<file path="src/rtl/cpu_types_pkg.sv">
// rtl/cpu_types_pkg.sv - shared CPU word, RAM status and arbiter state types
package cpu_types_pkg;

  typedef logic [31:0] word_t;

  typedef enum logic [1:0] {
    FREE   = 2'd0,
    BUSY   = 2'd1,
    ACCESS = 2'd2,
    ERROR  = 2'd3
  } ramstate_t;

  typedef enum logic [1:0] {
    IDLE    = 2'd0,
    SERVE_I = 2'd1,
    SERVE_D = 2'd2
  } arb_state_t;

endpackage

</file>
<file path="src/rtl/mem_arb_watchdog.sv">
// rtl/mem_arb_watchdog.sv - serve-state cycle counter that flags a hung RAM transaction
module mem_arb_watchdog #(
  parameter int TIMEOUT = 255
) (
  input  logic CLK,
  input  logic nRST,
  input  logic clear,
  input  logic count_en,
  output logic expired
);

  logic [9:0] wd_cnt_q, wd_cnt_d;

  assign expired = (wd_cnt_q == 10'(TIMEOUT - 1));

  // Holds at the expiry value so a stalled arbiter cannot wrap back to "fresh".
  always_comb begin
    wd_cnt_d = wd_cnt_q;
    if (clear) begin
      wd_cnt_d = '0;
    end else if (count_en && !expired) begin
      wd_cnt_d = wd_cnt_q + 10'd1;
    end
  end

  always_ff @(posedge CLK or negedge nRST) begin
    if (!nRST) begin
      wd_cnt_q <= '0;
    end else begin
      wd_cnt_q <= wd_cnt_d;
    end
  end

endmodule

</file>
<file path="src/rtl/memory_arbiter.sv">
// rtl/memory_arbiter.sv - single-port RAM arbiter between instruction fetch and data access
module memory_arbiter
  import cpu_types_pkg::*;
#(
  parameter int STARVE_LIMIT = 4,
  parameter int TIMEOUT      = 255
) (
  input  logic        CLK,
  input  logic        nRST,
  input  logic        iREN,
  input  logic [31:0] iaddr,
  input  logic        dREN,
  input  logic        dWEN,
  input  logic [31:0] daddr,
  input  logic [31:0] dstore,
  input  logic [1:0]  ramstate,
  input  logic [31:0] ramload,
  output logic        ramREN,
  output logic        ramWEN,
  output logic [31:0] ramaddr,
  output logic [31:0] ramstore,
  output logic        iwait,
  output logic        dwait,
  output logic [31:0] iload,
  output logic [31:0] dload,
  output logic        bus_err
);

  arb_state_t state_q, state_d;
  logic [3:0] starve_cnt_q, starve_cnt_d;
  logic       bus_err_q, bus_err_d;
  logic       dreq, starve_full, wd_expired, wd_clear, wd_count;
  ramstate_t  rs;

  assign rs          = ramstate_t'(ramstate);
  assign dreq        = dREN | dWEN;
  assign starve_full = (starve_cnt_q == 4'(STARVE_LIMIT));
  assign wd_clear    = (state_q == IDLE);
  assign wd_count    = (state_q != IDLE) && (rs != ACCESS);
  assign bus_err     = bus_err_q;

  mem_arb_watchdog #(.TIMEOUT(TIMEOUT)) u_watchdog (
    .CLK      (CLK),
    .nRST     (nRST),
    .clear    (wd_clear),
    .count_en (wd_count),
    .expired  (wd_expired)
  );

  always_comb begin
    state_d      = state_q;
    starve_cnt_d = starve_cnt_q;
    bus_err_d    = bus_err_q;
    ramREN       = 1'b0;
    ramWEN       = 1'b0;
    ramaddr      = '0;
    ramstore     = '0;
    iwait        = iREN;
    dwait        = dreq;
    iload        = '0;
    dload        = '0;

    case (state_q)
      IDLE: begin
        if (iREN && (!dreq || starve_full)) begin
          state_d      = SERVE_I;
          starve_cnt_d = '0;
        end else if (dreq) begin
          state_d = SERVE_D;
          if (!iREN) begin
            starve_cnt_d = '0;
          end else if (!starve_full) begin
            starve_cnt_d = starve_cnt_q + 4'd1;
          end
        end else if (!iREN) begin
          starve_cnt_d = '0;
        end
      end

      SERVE_I: begin
        // A dropped request (pipeline flush) abandons the access with no load.
        if (!iREN) begin
          state_d = IDLE;
        end else begin
          ramREN  = 1'b1;
          ramaddr = iaddr;
          if (rs == ACCESS) begin
            iwait   = 1'b0;
            iload   = ramload;
            state_d = IDLE;
          end else if (rs == ERROR || wd_expired) begin
            iwait     = 1'b0;
            bus_err_d = 1'b1;
            state_d   = IDLE;
          end
        end
      end

      SERVE_D: begin
        if (!dreq) begin
          state_d = IDLE;
        end else begin
          ramaddr = daddr;
          if (dWEN) begin
            ramWEN   = 1'b1;
            ramstore = dstore;
          end else begin
            ramREN = 1'b1;
          end
          if (rs == ACCESS) begin
            dwait   = 1'b0;
            dload   = dWEN ? 32'h0 : ramload;
            state_d = IDLE;
          end else if (rs == ERROR || wd_expired) begin
            dwait     = 1'b0;
            bus_err_d = 1'b1;
            state_d   = IDLE;
          end
        end
      end

      default: state_d = IDLE;
    endcase
  end

  always_ff @(posedge CLK or negedge nRST) begin
    if (!nRST) begin
      state_q      <= IDLE;
      starve_cnt_q <= '0;
      bus_err_q    <= 1'b0;
    end else begin
      state_q      <= state_d;
      starve_cnt_q <= starve_cnt_d;
      bus_err_q    <= bus_err_d;
    end
  end

endmodule

</file>
<file path="config.mk">
export PLATFORM = sky130hd
export DESIGN_NAME = memory_arbiter
export DESIGN_NICKNAME = d
export VERILOG_FILES = /design/src/rtl/cpu_types_pkg.sv /design/src/rtl/mem_arb_watchdog.sv /design/src/rtl/memory_arbiter.sv
export SDC_FILE = /design/constraint.sdc
export NUM_CORES = 1
export LEC_CHECK = 0
export CORE_AREA = 2 2 103 105
export DETAILED_ROUTE_END_ITERATION = 10
export DIE_AREA = 0 0 105 107
export PLACE_DENSITY = 0.7
export SYNTH_ARGS = -nofsm -noshare
export SYNTH_HDL_FRONTEND = slang
export SYNTH_SLANG_ARGS = --single-unit
</file>
<file path="constraint.sdc">
create_clock -name CLK -period 4.01 [get_ports CLK]
set_clock_uncertainty 0.2 [all_clocks]
set_input_delay 0.401 -clock CLK [delete_from_list [all_inputs] [get_ports CLK]]
set_output_delay 0.401 -clock CLK [all_outputs]
set_load 0.01 [all_outputs]
</file>
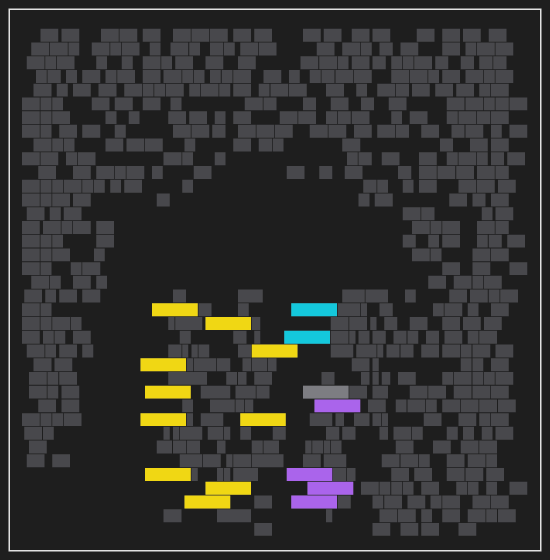
**Above:** run 1 (sequential cells grouped by signal name).
- cyan: state_q (sequential cells 2)
- purple: starve_cnt_q (sequential cells 4; where bottom middle)
- yellow: u_watchdog.wd_cnt_q (sequential cells 10)
- not coloured: 1

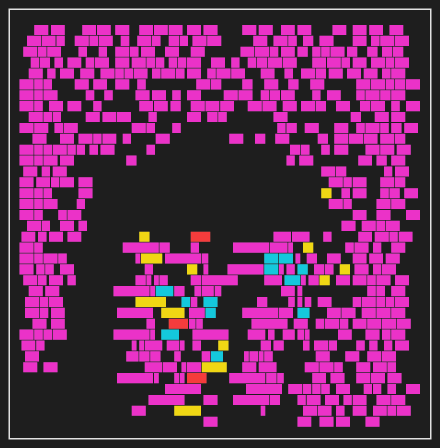
**Above:** run 1 (drive-strength map).
- yellow: drive 3 to 4 (cells 12; most used buf_4)
- red: drive 6 and up (cells 3; most used clkbuf_8)
- magenta: drive 1 or less (cells 522; most used clkdlybuf4s50_1)
- cyan: drive 2 (cells 12; most used a22o_2)
post-route design area: 0.00512 mm^2
setup ws final: 839 ps
synth-to-layout area growth: 120%
Non-clk bufs: 274

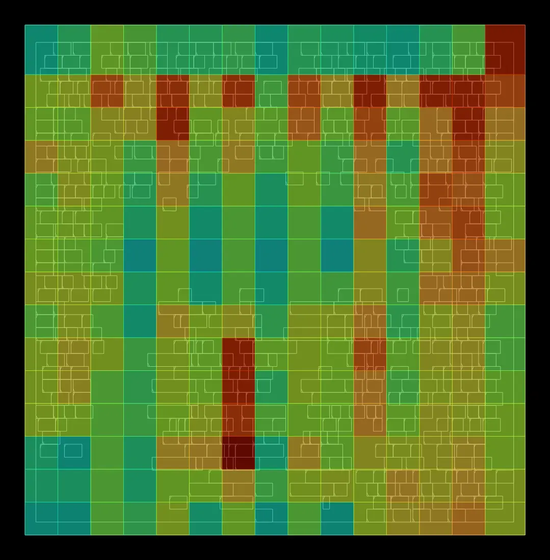
**Above:** run 1 (routing congestion map).
gr busiest metal: met2
GR Util met2: 34.8%
GRT Total Usage: 19.1%

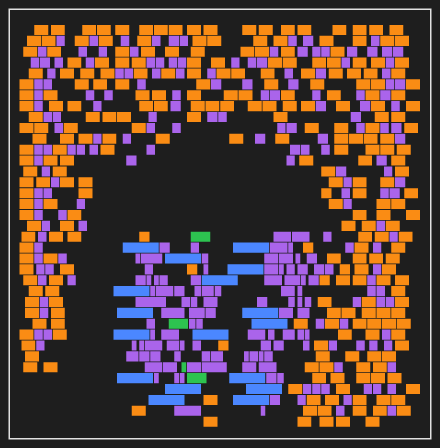
**Above:** run 1 (placement by cell class).
- purple: all other logic (cells 254; share of their area 35%)
- blue: flip-flops (cells 17; share of their area 8.6%)
- green: clock drivers and dummy loads (cells 4; share of their area 0.91%)
- orange: other buffers and delay cells (cells 274; share of their area 55%)
Core Region: 0.0101 mm^2
utilization after layout: 50.8%
row count: 37
sequential cell area share: 8.30%

-- run 1: worst paths after layout --
check | end | slack [ps]
setup / recovery | ramaddr[19] | 840
hold reg to reg | bus_err | 270
setup reg to reg | bus_err | 1860
min in group asynchronous | u_watchdog.wd_cnt_q[5] | 390
max in group asynchronous | starve_cnt_q[0] | 2730
hold / removal | bus_err | 270
-- run 1: cell families after synthesis --
logic type	Yosys count	synth area share (%)
AOI/OAI and AO/OA	63	20.6
and+or+nand+nor	169	46.7
DFF	17	18.3
xor gates and xnor gates	1	0.377
muxes	4	1.99
buffers and inverters	40	7.70
adders and majority gates	8	4.31
-- run 1: per-stage QoR --
stage | power (uW) | cells | util, % | instance area (um^2)
6_report | 1480 | 685 | 50.8 | 5120
5_1_grt | 1580 | 685 | 50.8 | 5120
4_1_cts | 1500 | 685 | 50.8 | 5120
3_5_place_dp | 1360 | 681 | 50.3 | 5080
3_3_place_gp | 1340 | 681 | 50.3 | 5080
2_1_floorplan | 800 | 302 | - | 2320
-- run 1: per-layer routing --
layer  GRT usage (%)  up-vias  routed length (um)
met3            4.56       17                 959
met5               0        -                   0
met4            7.05        0                 341
met1            21.5     1533                4540
li1                -     1582                   -
met2            34.8      178                5930
-- run 1: flip-flops by register name, indices dropped and copies added, names as in the netlist --
signal / flops
bus_err: 1
starve_cnt_q: 4
state_q: 2
u_watchdog.wd_cnt_q: 10
-- run 1: layout make-up --
| class | count | area (um^2) |
|---|---|---|
| multi-input cells | 245 | 1720 |
| clock buffers | 4 | 45.0 |
| repair buffers | 274 | 2730 |
| inverters | 9 | 33.8 |
| fillers | 970 | 4970 |
| flip-flops and latches | 17 | 425 |
| well taps | 136 | 170 |
-- run 1: layout by cell type, fill, tap and decap left out, types with 2 or more instances in the layout --
master and n:
nor3b_1 3, nor3_1 2, inv_1 9, o22ai_1 2
clkbuf_8 3, a41o_1 2, a21o_1 2, ha_1 8
nand3b_1 2, a211oi_1 2, dfrtp_1 17, clkdlybuf4s50_1 267
and2_1 33, nor2b_1 33, a22o_2 2, a21oi_1 6
nor2_1 10, and3_1 66, a22oi_1 32, mux2i_1 2
a31oi_1 2, nand3_1 2, nand2_1 3, o21bai_1 2
o21ai_0 3, buf_4 7
-- run 1: power breakdown --
| part | total, uW | switching [uW] | internal (uW) |
|---|---|---|---|
| Combinational | 1120 | 513 | 610 |
| Sequential | 227 | 27.8 | 199 |
| Clock | 129 | 58.2 | 70.6 |
| Total | 1480 | 599 | 880 |
-- run 1: critical path, delay by kind of cell, from the launching register on --
family | cells | cell delay, ps
buffers and inverters | 3 | 1000
DFF | 1 | 410
and+or+nand+nor | 2 | 580
AOI/OAI and AO/OA | 1 | 100
adders and majority gates | 1 | 210
==> ci_impl_report.md, run 1 <==
## PnR job results

| Metric | Value |
|---|---|
| Slew HR | `37.5%` |
| Top cell area share | `between 10% and 20%` |
| Vias in the first global route | `3,241` |
| Max-Cap Viols | `0` |
| Fin nets | `693` |
| Post-synth top area cell | `dfrtp_1` |
| TritonRoute pass-1 iters | `5` |
| WP data arrival | `2570 ps` |
| CP Cell Sequence | `inv_1 > ha_1 > and2_2 > buf_4 > a22oi_1 > nor2b_1 > clkdlybuf4s50_1` |
| Die Wd | `105 um` |
| Avg WL per Cell | `17.2 um` |
| Gp weighted congestion | `0.864` |
| Drt total wl | `11,800 um` |
| Tool warnings | `31` |
| Worst Reg2Reg Path Length in Cells | `5` |
| Sink Count | `17` |
| WS Path Type | `reg -> out` |
| PD cells | `289 mW/mm^2` |
| RSZ-0062 raised after global routing | `false` |
| Hold buffer count at CTS | `0` |
| Critical Path Sink Type | `output pin` |
| Clock root cell | `clkbuf_8` |
| Critical Path Max Stage Delay | `about 550 ps` |
| Count of input and output buffers | `267` |
| Critical Path Source Type | `flop` |
| Slowest-stage cell, CP | `clkdlybuf4s50_1` |
| Layout cells sized above 1 | `4.92%` |
| Async S/R FF share, synth | `100%` |
| Cell area leaders | `dfrtp_1 18%, and3_1 18%, a22oi_1 10%` |
| Worst hold start | `bus_err` |
| Status | `completed` |
| Initial antenna violation count | `0` |
| Flip-flops with a built-in enable | `0` |
| Synthesized area | `0.00232 mm^2` |
| WHS | `267 ps` |
==> inputs of run 2 (changes only) <==
==> constraint.sdc (replaced) <==
create_clock -name CLK -period 2.99 [get_ports CLK]
set_clock_uncertainty 0.2 [all_clocks]
set_input_delay 0.299 -clock CLK [delete_from_list [all_inputs] [get_ports CLK]]
set_output_delay 0.299 -clock CLK [all_outputs]
set_load 0.01 [all_outputs]
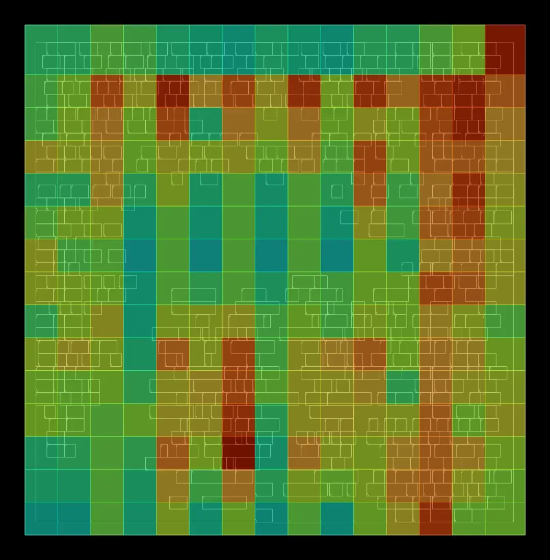
**Above:** run 2 (routing congestion map).
utilization after layout: 51.5%
GRT Total Usage: 19.5%
grt met3 use: 4.56%
GR Util met2: 36.2%

==> ci_impl_report.md, run 2 <==
## PnR job results

| Metric | Value |
|---|---|
| Status | `completed` |
| Tool warnings | `31` |
| PD cells | `390 mW/mm^2` |
| Gr busiest metal | `met2` |
| RSZ-0062 raised after global routing | `false` |
| Core Region | `0.0101 mm^2` |
| Setup ws final | `181 ps` |
| Die Wd | `105 um` |
| CP bufs+invs | `3` |
| Finished Layout Cells | `between 600 and 700` |
| Critical Path Sink Type | `output pin` |
| Row count | `37` |
| Top cell area share | `18.3%` |
| TritonRoute pass-1 iters | `4` |
| Synth-to-layout area growth | `123%` |
| Avg WL per Cell | `17.2 um` |
| CP Cell Sequence | `inv_1 > ha_2 > nand3b_1 > nor2_1 > buf_12 > and2_1 > clkdlybuf4s50_1` |
| Met1 global-route usage | `between 20 and 25%` |
| WP data arrival | `2310 ps` |
| Count of input and output buffers | `between 200 and 300` |
| Max-Cap Viols | `0` |
| Top reg by flops | `u_watchdog.wd_cnt_q` |
## run 2: cell counts after synthesis
No cell type changed its count.
## run 2: through the flow
| step | util, % | total power (uW) | hold slack [ps] |
|---|---|---|---|
| floorplan | - | 1070 | -197 |
| global placement | 51.0 | 1840 | 281 |
| detailed placement | 51.0 | 1860 | 289 |
| CTS | 51.4 | 2050 | 304 |
| global route | 51.5 | 2180 | 324 |
| finish | 51.5 | 2030 | 297 |
## run 2: timing repair
action / 4_1_cts / 5_1_grt
endpoints found under the setup margin: 0 / 60
endpoints found under the hold margin: 0 / 0
gates resized: 0 / 1
hold buffers: 0 / 0
setup buffers: 0 / 0
## run 2: worst paths after layout
| path | startpoint | slack (ps) | end | depth (start not counted) |
|---|---|---|---|---|
| hold / removal | nRST | 300 | u_watchdog.wd_cnt_q[8] | 1 |
| hold reg to reg | starve_cnt_q[3] | 310 | starve_cnt_q[3] | 1 |
| setup / recovery | state_q[0] | 180 | dload[9] | 7 |
| max in group asynchronous | nRST | 1800 | starve_cnt_q[1] | 1 |
| setup reg to reg | state_q[0] | 990 | bus_err | 5 |
| min in group CLK | starve_cnt_q[3] | 310 | starve_cnt_q[3] | 1 |
## run 2: cell type report
cell class	count	area [um^2]
Clock buffer	4	45.0
Inverter	9	33.8
Timing Repair Buffer	278	2790
Tap cell	136	170
Fill cell	977	4900
Sequential cell	17	425
Multi-Input combinational cell	245	1730
## run 2: kinds of logic (layout without fill, tap and decap cells)
group	count (synthesis)	count (layout)	synth area share (%)
XOR/XNOR	1	1	0.377
AND/OR/NAND/NOR	169	169	46.7
flip-flops	17	17	18.3
buffers and inverters	40	291	7.70
AND-OR/OR-AND	63	63	20.6
multiplexers	4	4	1.99
adder cells (fa/ha/maj)	8	8	4.31
## run 2: routing by layer
metal | up-vias | part of all wire [%]
li1 | 1592 | -
met1 | 1519 | 39
met2 | 170 | 50
met3 | 19 | 7.4
met4 | 0 | 3.1
met5 | - | 0
## run 2: power by group
part	internal (uW)	leakage, uW	total [uW]	switching [uW]
logic	856	0.00191	1540	688
clock network	94.8	0.0000228	176	81.5
registers	267	0.000226	305	37.7
total	1220	0.00216	2030	808
Power is estimated from default activity; no workload was simulated.
